$ cat config.mk
export PLATFORM = sky130hd
export DESIGN_NAME = demux16_scan
export DESIGN_NICKNAME = d
export VERILOG_FILES = /design/src/rtl/demux16_scan.sv
export SDC_FILE = /design/constraint.sdc
export NUM_CORES = 1
export LEC_CHECK = 0
export ABC_AREA = 1
export CAP_MARGIN = 15
export CELL_PAD_IN_SITES_DETAIL_PLACEMENT = 2
export CELL_PAD_IN_SITES_GLOBAL_PLACEMENT = 2
export CORE_MARGIN = 3
export CORE_UTILIZATION = 33
export DETAILED_ROUTE_END_ITERATION = 16
export GPL_ROUTABILITY_DRIVEN = 0
export PLACE_DENSITY_LB_ADDON = 0.08
export SLEW_MARGIN = 0
export SYNTH_ARGS = -nofsm -noshare
export SYNTH_HDL_FRONTEND = slang
export SYNTH_SLANG_ARGS = --single-unit
$ cat constraint.sdc
create_clock -name clk -period 2.9 [get_ports clk]
set_clock_uncertainty 0.2 [all_clocks]
set_input_delay 0.58 -clock clk [delete_from_list [all_inputs] [get_ports clk]]
set_output_delay 0.58 -clock clk [all_outputs]
set_load 0.1 [all_outputs]
$ cat src/rtl/demux16_scan.sv
// Sequential scanner for a remote 16:1 mux: steps sel_out through 0..15, waits
// SETTLE cycles after each select change, samples din and emits the assembled word.
module demux16_scan #(
    parameter int SETTLE = 1
) (
    input  logic        clk,
    input  logic        rst,
    input  logic        start,
    input  logic        din,
    output logic [3:0]  sel_out,
    output logic [15:0] out,
    output logic        valid,
    output logic        busy
);

    typedef enum logic [1:0] {IDLE, SCAN, DONE} state_t;

    localparam logic [3:0] SETTLE_C = 4'(SETTLE);

    state_t      state, state_n;
    logic [3:0]  cnt, cnt_n;
    logic [3:0]  sel_n;
    logic [15:0] shadow, shadow_n;
    logic [15:0] out_n;
    logic        valid_n;

    always_ff @(posedge clk) begin
        if (rst) begin
            state   <= IDLE;
            cnt     <= '0;
            sel_out <= '0;
            shadow  <= '0;
            out     <= '0;
            valid   <= 1'b0;
            busy    <= 1'b0;
        end else begin
            state   <= state_n;
            cnt     <= cnt_n;
            sel_out <= sel_n;
            shadow  <= shadow_n;
            out     <= out_n;
            valid   <= valid_n;
            // busy is registered from the next state so it tracks state!=IDLE exactly
            busy    <= (state_n != IDLE);
        end
    end

    always_comb begin
        state_n  = state;
        cnt_n    = cnt;
        sel_n    = sel_out;
        shadow_n = shadow;
        out_n    = out;
        valid_n  = 1'b0;
        case (state)
            IDLE: begin
                if (start) begin
                    sel_n   = 4'd0;
                    cnt_n   = SETTLE_C;
                    state_n = SCAN;
                end
            end
            SCAN: begin
                if (cnt != 4'd0) begin
                    cnt_n = cnt - 4'd1;
                end else begin
                    shadow_n[sel_out] = din;
                    if (sel_out != 4'd15) begin
                        sel_n = sel_out + 4'd1;
                        cnt_n = SETTLE_C;
                    end else begin
                        state_n = DONE;
                    end
                end
            end
            DONE: begin
                out_n   = shadow;
                valid_n = 1'b1;
                sel_n   = 4'd0;
                state_n = IDLE;
            end
            default: state_n = IDLE;
        endcase
    end

endmodule

### Clock wires, drivers and flops

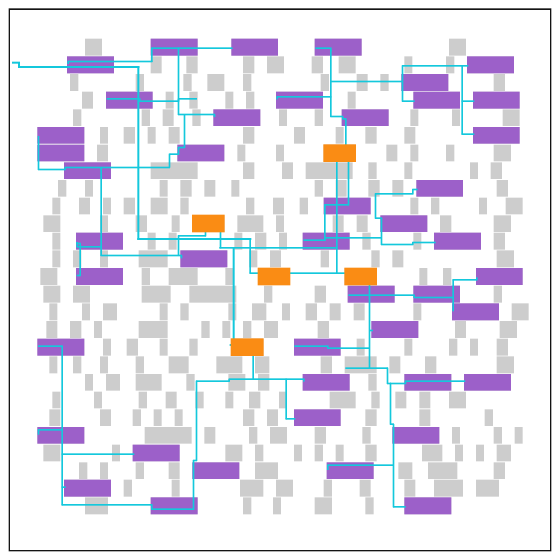
flip-flops: marked purple, count 44. clock-net drivers: marked orange, count 5. clock wires: marked cyan, length 629 um.
Position of the flops: all over the die.

==> impl_metrics.toml <==
# generated from flow reports
[synthesis]
ys_seq_elements = 44
syn_area_sq_mm = 0.00197
netlist_instances = 265
ys_cells = 265

[place]
dp_cells = 355
port_buffers = 25

[setup_path]
crit_end = "cnt[2]"
reg2reg_from = "sel_out[0]"
rr_endpoint = "cnt[2]"
worstSetupPathType = "reg -> reg"
worstRegToRegCells = 5
reg2reg_slack_ns = 0.86
crit_path_end_kind = "register"
critPathRequiredTime_ns = 2.93

[hold_path]
hold_class = "reg -> reg"
min_from = "shadow[0]"

[clocking]
cts_buffers = 5
cts_tree = "yes"
cts_sinks = 44
cts_max_level = 2

[global_routing]
antenna_found_initial = 0
grt_usage_pct = 16.7
grt_pass1_wl_um = 9600
grt_max_degree = 20

[die]
rows = 27
chip_area_sq_mm = 0.00693
core_area_sq_mm = 0.00564

[sta]
rsz0062_at_grt = "no"
setup-violations-final = 0
layout_min_cycle_time_ns = 2.04
max_freq_mhz = 489
maxSlewViolCount = 0
worstMarginPinSlew_ns = 0.543
hold_violations = 0
fin_setup_tns_ns = 0
timing.hold.ws_ns = 0.293

[detailed_routing]
met1_length_um = 2850
wirelength_um = 5480
post_drt_wl_per_cell_um = 15.1
postRouteAntennaNets = 0
vias = 1792
met2WireLength_um = 2470
highest-signal-layer = "met4"

[power]
p_leak_nw = 1.09
ir_worst_vdd_mv = 0.257

[job]
warnings = 30

[final_layout]
area_growth_pct = 18.6
fin_nets = 300
fillers = 693

[status]
status = "finished clean"
### Drive-strength map

Scale bar: 20 um.
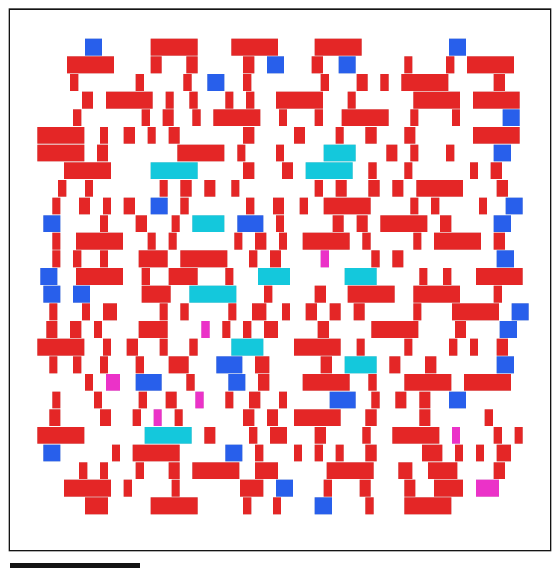
x3 and x4: marked blue, cells 28, share 9.6%, most used buf_4. x2: marked magenta, cells 7, share 2.4%, most used inv_2. x6 and larger: marked cyan, cells 10, share 3.4%, most used clkbuf_8. x1 and smaller: marked red, cells 246, share 85%, most used nor2_1.

## worst min path at each step
stage / end / cells past startpoint
after detailed placement: shadow[12] / 2
final: out[0] / 2
after floorplan: shadow[15] / 2
after global routing: shadow[7] / 2
after CTS: shadow[7] / 2
after global placement: shadow[15] / 2
## cells by family after synthesis
group | Yosys count | synth area share (%)
AND-OR/OR-AND | 46 | 11.8
AND/OR/NAND/NOR | 136 | 32.5
XOR/XNOR | 2 | 0.890
adder cells (fa/ha/maj) | 6 | 3.81
buffers and inverters | 31 | 6.23
flip-flops | 44 | 44.7
## cell type report
class                   count  area share [%]
flip-flops and latches     44            37.7
repair buffers             27            9.53
well taps                  72            3.86
clock inverters             1           0.321
inverters                  22            3.54
clock buffers               7            3.70
multi-input cells         190            41.3
## Yosys cell counts
cell type / instances / area, sq um
buf_2: 4 / 20.0
nand2_4: 1 / 11.3
o21ai_0: 23 / 115
xor2_1: 1 / 8.76
inv_1: 17 / 63.8
nor2_2: 1 / 6.26
nor3_1: 1 / 5.00
ha_1: 6 / 75.1
nand3_2: 1 / 10.0
nor2_4: 3 / 33.8
nor2_1: 60 / 225
clkbuf_1: 3 / 11.3
a21boi_1: 1 / 7.51
inv_2: 5 / 18.8
nand2_1: 39 / 146
nor2_8: 3 / 60.1
buf_1: 1 / 3.75
a21oi_1: 22 / 110
nand3_1: 21 / 105
dfxtp_1: 44 / 881
or2_0: 1 / 6.26
nand4_1: 5 / 31.3
xnor2_1: 1 / 8.76
clkbuf_2: 1 / 5.00
## worst max-delay path, stage by stage, from the launching register on
cell and delay [ns]:
dfxtp_1 0.49, ha_1 0.39, nand3_1 0.20, o21ai_0 0.40, nand3_1 0.14, a21oi_1 0.15
## metal layers
layer | track usage [%] | up-vias
met3 | 2.48 | 4
met5 | 0 | -
met4 | 4.01 | 0
met1 | 23.8 | 862
li1 | - | 906
met2 | 26.5 | 20
## where the power goes
group	total [W]	switching (W)	internal, W
sequential	0.000628	0.0000125	0.000615
combinational	0.000171	0.000123	0.0000475
clock	0.000411	0.000217	0.000194
## sequential cells by signal, indices dropped and copies added (netlist names)
register	cells
out	16
shadow	16
cnt	4
sel_out	4
state	2
busy	1
valid	1
## per-stage QoR
step | total power [W] | area [sq um] | util (%) | setup slack [ns]
after floorplan | 0.000768 | 1970 | - | 0.451
after global placement | 0.000811 | 2240 | 39.7 | 0.817
after detailed placement | 0.000815 | 2240 | 39.7 | 0.791
after CTS | 0.00123 | 2340 | 41.4 | 0.868
after global routing | 0.00128 | 2340 | 41.4 | 0.634
final | 0.00121 | 2340 | 41.4 | 0.857
## cell usage in the layout (no fill, tap or decap), drive strengths merged
master         count
clkbuf             7
nand4              5
dfxtp             44
nor2              67
or2                1
nand2             40
ha                 6
nand3             22
xor2               1
xnor2              1
inv               22
clkinvlp           1
buf               24
nor3               1
a21oi             22
clkdlybuf4s50      3
a21boi             1
o21ai             23
Power and IR drop assume default switching activity.
